Fig. 1: metal layers overlaid
Bar = 20 um.
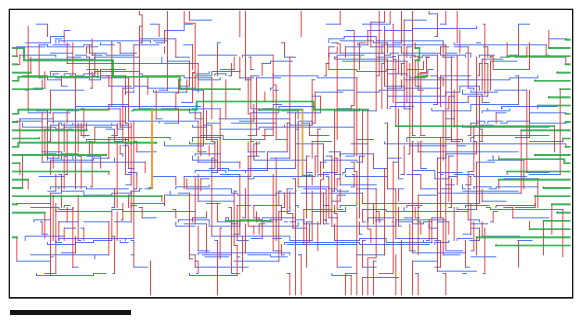
Fig. 2: ports around the boundary
Pins as bars across the die edge, other pins in gray.
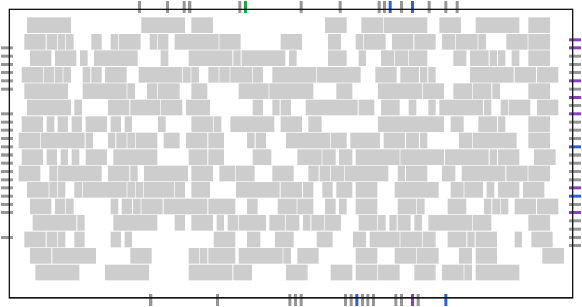
Fig. 3: nets reached from selected ports
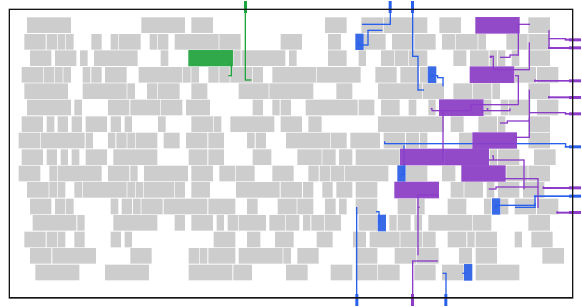
Fig. 4: placement view
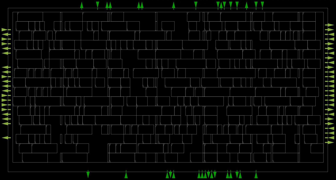
Fig. 5: clock wires, drivers and flops
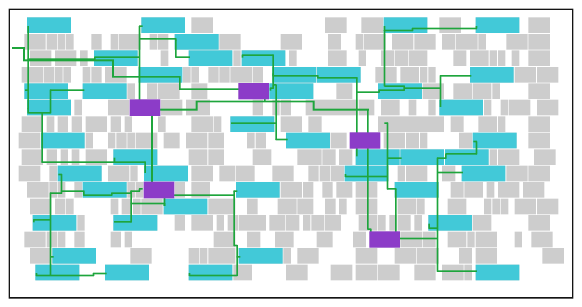
`config.mk`:
```
export PLATFORM = sky130hd
export DESIGN_NAME = sram_arbiter
export DESIGN_NICKNAME = d
export VERILOG_FILES = /design/src/rtl/sram_arbiter.sv
export SDC_FILE = /design/constraint.sdc
export NUM_CORES = 1
export LEC_CHECK = 0
export ABC_CLOCK_PERIOD_IN_PS = 2780
export CAP_MARGIN = 20
export CORE_ASPECT_RATIO = 0.5
export CORE_UTILIZATION = 45
export CTS_CLUSTER_SIZE = 8
export DETAILED_ROUTE_END_ITERATION = 6
export PLACE_DENSITY_LB_ADDON = 0.1
export SLEW_MARGIN = 5
export SYNTH_ARGS = -nofsm -noshare
export SYNTH_HDL_FRONTEND = slang
export SYNTH_SLANG_ARGS = --single-unit
```
`constraint.sdc`:
```
create_clock -name clk -period 2.78 [get_ports clk]
set_input_delay 0.834 -clock clk [delete_from_list [all_inputs] [get_ports clk]]
set_output_delay 0.834 -clock clk [all_outputs]
set_load 0.02 [all_outputs]
```
`src/rtl/sram_arbiter.sv`:
```
// ============================================================================
// Module      : sram_arbiter
// Description : Two-port arbiter for the shared data SRAM. Port 0 has fixed
//               priority; port 1 is starvation-protected. The optional
//               SRAM_ARB_LOCK_EN macro adds lock1 for port-1 burst loading.
// Revision    : 1.0 - initial release
// ============================================================================
`default_nettype none

module sram_arbiter #(
    parameter int ADDR_WIDTH = 6,
    parameter int DATA_WIDTH = 8,
    parameter int MAX_WAIT   = 4
) (
    input  logic                  clk,
    input  logic                  rst,
    input  logic                  clk_valid,
`ifdef SRAM_ARB_LOCK_EN
    input  logic                  lock1,
`endif
    input  logic                  req0,
    input  logic                  we0,
    input  logic [ADDR_WIDTH-1:0] addr0,
    input  logic [DATA_WIDTH-1:0] wdata0,
    output logic                  gnt0,
    output logic                  rvalid0,
    output logic [DATA_WIDTH-1:0] rdata0,
    input  logic                  req1,
    input  logic                  we1,
    input  logic [ADDR_WIDTH-1:0] addr1,
    input  logic [DATA_WIDTH-1:0] wdata1,
    output logic                  gnt1,
    output logic                  rvalid1,
    output logic [DATA_WIDTH-1:0] rdata1,
    output logic                  sram_write_en,
    output logic [ADDR_WIDTH-1:0] sram_addr,
    output logic [DATA_WIDTH-1:0] sram_data_out,
    input  logic [DATA_WIDTH-1:0] sram_data_in
);

    typedef enum logic [1:0] {
        S_IDLE  = 2'd0,
        S_ISSUE = 2'd1,
        S_DATA  = 2'd2
    } state_t;

    localparam logic [3:0] c_max_wait = 4'(MAX_WAIT);

    state_t          r_state;
    logic            r_cmd_port;
    logic            r_cmd_we;
    logic [3:0]      r_wait_cnt;

    logic                  w_lock_hold;
    logic                  w_win;
    logic                  w_win_port;
    logic                  w_win_we;
    logic [ADDR_WIDTH-1:0] w_win_addr;
    logic [DATA_WIDTH-1:0] w_win_wdata;

`ifdef SRAM_ARB_LOCK_EN
    logic r_locked;
    assign w_lock_hold = r_locked & lock1;
`else
    assign w_lock_hold = 1'b0;
`endif

    // Winner selection, only meaningful while the FSM sits in IDLE
    always_comb begin
        w_win      = 1'b0;
        w_win_port = 1'b0;
        if (w_lock_hold) begin
            if (req1) begin
                w_win      = 1'b1;
                w_win_port = 1'b1;
            end
        end else if (req1 && (r_wait_cnt == c_max_wait)) begin
            w_win      = 1'b1;
            w_win_port = 1'b1;
        end else if (req0) begin
            w_win      = 1'b1;
            w_win_port = 1'b0;
        end else if (req1) begin
            w_win      = 1'b1;
            w_win_port = 1'b1;
        end
        w_win_we    = w_win_port ? we1    : we0;
        w_win_addr  = w_win_port ? addr1  : addr0;
        w_win_wdata = w_win_port ? wdata1 : wdata0;
    end

    always_ff @(posedge clk) begin
        if (rst) begin
            r_state       <= S_IDLE;
            r_cmd_port    <= 1'b0;
            r_cmd_we      <= 1'b0;
            r_wait_cnt    <= 4'd0;
            gnt0          <= 1'b0;
            gnt1          <= 1'b0;
            rvalid0       <= 1'b0;
            rvalid1       <= 1'b0;
            rdata0        <= '0;
            rdata1        <= '0;
            sram_write_en <= 1'b0;
            sram_addr     <= '0;
            sram_data_out <= '0;
`ifdef SRAM_ARB_LOCK_EN
            r_locked      <= 1'b0;
`endif
        end else if (clk_valid) begin
            // Pulses last exactly one valid cycle
            gnt0          <= 1'b0;
            gnt1          <= 1'b0;
            rvalid0       <= 1'b0;
            rvalid1       <= 1'b0;
            sram_write_en <= 1'b0;
            case (r_state)
                S_IDLE: begin
                    if (w_win) begin
                        r_cmd_port    <= w_win_port;
                        r_cmd_we      <= w_win_we;
                        sram_addr     <= w_win_addr;
                        sram_data_out <= w_win_wdata;
                        sram_write_en <= w_win_we;
                        gnt0          <= ~w_win_port;
                        gnt1          <= w_win_port;
                        r_state       <= S_ISSUE;
                    end
                    if (!req1 || w_lock_hold || (w_win && w_win_port)) begin
                        r_wait_cnt <= 4'd0;
                    end else if (r_wait_cnt != c_max_wait) begin
                        r_wait_cnt <= r_wait_cnt + 4'd1;
                    end
`ifdef SRAM_ARB_LOCK_EN
                    if (w_win && w_win_port && lock1) begin
                        r_locked <= 1'b1;
                    end else if (!lock1) begin
                        r_locked <= 1'b0;
                    end
`endif
                end
                S_ISSUE: begin
                    r_state <= r_cmd_we ? S_IDLE : S_DATA;
                end
                S_DATA: begin
                    if (r_cmd_port) begin
                        rdata1  <= sram_data_in;
                        rvalid1 <= 1'b1;
                    end else begin
                        rdata0  <= sram_data_in;
                        rvalid0 <= 1'b1;
                    end
                    r_state <= S_IDLE;
                end
                default: begin
                    r_state <= S_IDLE;
                end
            endcase
        end
    end

endmodule

`default_nettype wire

```
==> results.toml <==
# generated from flow reports
[route]
drtIter0Drc = 35
drc_errors = 0
antenna_left = 0
wirelength_um = 4700
detail_route.wl_per_cell_um = 13.4
viasPerCell = 5.21
vias = 1827

[sta]
setup_ws_ns = 0.383
finalCriticalPeriod_ns = 2.40
timing.fmax_ghz = 0.417
rsz0062_at_grt = "no"
tns_ns = 0
period_used_pct = 86.2
worstMarginPinSlew_ns = 0.970

[cells_and_area]
drive_gt1_share_pct = 6.06
num-nets-final = 342
fin_area_um2 = 2790
area_delta_synth_final_pct = 50.1
most-common-layout-cells = "clkdlybuf4s50_1, dfxtp_1, nand2_1"

[power_and_ir_drop]
power.switching_uw = 323
power.internal_mw = 1.03
power.density_nw_per_um2 = 484
seqPwrFrac_pct = 48.8
combinationalPowerShare_pct = 16.4
p_leak_nw = 1.02
sw_frac_of_total_pct = 24.0
peakVddDrop_v = 0.000369

[place]
post-dp-hpwl_um = 3270
gp_congestion = 0.735

[synthesis]
syn-mean-instance-area_um2 = 8.43
async_flop_share_pct = 0
syn_nets = 265
yosysUniqueCellTypes = 36
edf_count = 0
ys_cells = 220
synthCells = 220

[setup_path]
endpoint_kind = "flop"
setup.worst_path.start_class = "primary input"
rrSetupSlack_ns = 0.74
critPathMaxFanout = 14
r2r_cells = 5

[flow_run]
drv_cap = 0

[die]
num_io_pins = 78

[hold_path]
whs_path_depth = 2
hold_path.class = "reg2reg"

[status]
status = "finished, final reports clean"

[global_route]
grt_pass1_vias = 1599
antenna_found_initial = 0
grt_pass1_wl_um = 7350
grt_util_all_layers_pct = 22.3
globalRouteOverflowTotal = 0

[cts]
cts_root_buf = "clkbuf_8"
cts_made_buffers = 5
cts_tree = "yes"
cts_resized = 0
h-tree-depth = 2
About Fig. 1:
| color | layer | wire length |
|---|---|---|
| blue | M1 | 2170 um |
| green | M3 | 423 um |
| orange | M4 | 23.8 um |
| red | M2 | 2080 um |

About Fig. 2:
| color | port | pins | direction | edge |
|---|---|---|---|---|
| purple | `sram_data_out` | 8 | output | 7 right, 1 bottom |
| blue | `addr1` | 6 | input | 2 right, 2 top, 2 bottom |
| green | `rvalid0` | 1 | output | top |
all pins by edge: 26 right, 20 left, 16 top, 16 bottom
overall die width: 92.8 um
PortBufs: 77
Die Ht: 47.4 um

About Fig. 3:
| color | port | bits | direction | edge | end cells | buffers | wire |
|---|---|---|---|---|---|---|---|
| blue | `addr1` | 6 | input | 2 right, 2 top, 2 bottom | 6 | 6 | 108 um |
| green | `rvalid0` | 1 | output | top | 1 | 1 | 14.7 um |
| purple | `sram_data_out` | 8 | output | 7 right, 1 bottom | 8 | 8 | 160 um |

About Fig. 4:
FP Rows: 16
post-layout util: 71.0%
Final Non-Filler Cells: 351
Fillers: 334
Seq area share: 30.9%

About Fig. 5:
[green] clock wires | length: 523 um
[cyan] flip-flops | count: 43
[purple] clock-net drivers | count: 5
routed clock nets: 6
Clock Skews: 0.00655 ns
Latency at later pin: 0.29 ns
clock share of power: 34.8%
P_clk: 470 uW

==> routing by layer <==
layer	global-route usage, %	share of wire (%)	up-vias
met5	0	0	-
met4	7.38	0.49	0
met3	9.39	9.0	4
met2	37.5	44	60
met1	26.8	46	850
li1	-	-	913
==> power groups by stage <==
| stage | Combinational, mW | Clock (mW) | Sequential, mW |
|---|---|---|---|
| 5_1_grt | 0.239 | 0.505 | 0.662 |
| 3_5_place_dp | 0.220 | 0 | 0.673 |
| 6_report | 0.221 | 0.470 | 0.658 |
| 2_1_floorplan | 0.0826 | 0 | 0.690 |
| 3_3_place_gp | 0.217 | 0 | 0.672 |
| 4_1_cts | 0.222 | 0.480 | 0.658 |
==> cells by family after synthesis <==
kind of cell             share of synthesized area, %
flip-flops                                       46.4
adder cells (fa/ha/maj)                          1.35
AND/OR/NAND/NOR                                  22.7
XOR/XNOR                                        0.944
AND-OR/OR-AND                                    17.6
multiplexers                                    0.539
buffers and inverters                            10.5
==> flip-flops by register name, summed over array words and instances, names as in the netlist <==
signal,count
rvalid0,1
r_state,2
rdata1,8
r_cmd_we,1
rdata0,8
sram_data_out,8
sram_write_en,1
rvalid1,1
r_cmd_port,1
gnt0,1
r_wait_cnt,4
sram_addr,6
gnt1,1
==> cell type report <==
| cell class | instances | area (um2) |
|---|---|---|
| fillers | 334 | 1140 |
| flip-flops and latches | 43 | 861 |
| repair buffers | 86 | 838 |
| multi-input cells | 130 | 800 |
| inverters | 31 | 116 |
| clock buffers | 6 | 72.6 |
| well taps | 54 | 67.6 |
| clock inverters | 1 | 30.0 |
==> worst max-delay path by stage <==
stage          slack (ns)          endpoint  startpoint
5_1_grt              0.24      sram_addr[0]        req1
6_report             0.38  sram_data_out[1]        req1
2_1_floorplan        0.85      sram_addr[0]   clk_valid
3_3_place_gp         0.15  sram_data_out[7]        req1
4_1_cts              0.36  sram_data_out[1]        req1
3_5_place_dp         0.05      sram_addr[0]        req1
==> worst max-delay path: stages <==
cell	delay, ns
clkdlybuf4s50_1	0.47
and4b_1	0.25
o21ai_1	0.76
o221ai_1	0.22
==> per-stage QoR <==
stage                     total power [mW]  utilization, %  hold slack [ns]
after global routing                  1.41            71.0            0.480
after floorplan                      0.772               -            0.485
final                                 1.35            71.0            0.455
after global placement               0.888            68.4            0.442
after CTS                             1.36            71.0            0.457
after detailed placement             0.893            68.4            0.446
==> synthesized netlist by cell type, drive strengths merged, types with 2 or more instances <==
cell type	number	area share (%)
nor2b	3	1.0
nand3	2	0.54
xnor2	2	0.94
a211oi	2	1.1
nand4b	2	0.94
o21ai	6	1.6
and4b	2	1.1
ha	2	1.3
nor2	7	1.4
dfxtp	43	46
inv	31	6.3
buf	8	2.6
nor3	3	0.81
nand2	33	6.7
nand4	15	5.1
o221ai	14	6.6
a21oi	21	5.7
clkbuf	8	1.6
nor4bb	3	1.6
a31oi	2	0.67
Power figures rest on the tool's default switching activity, not on a simulated workload.
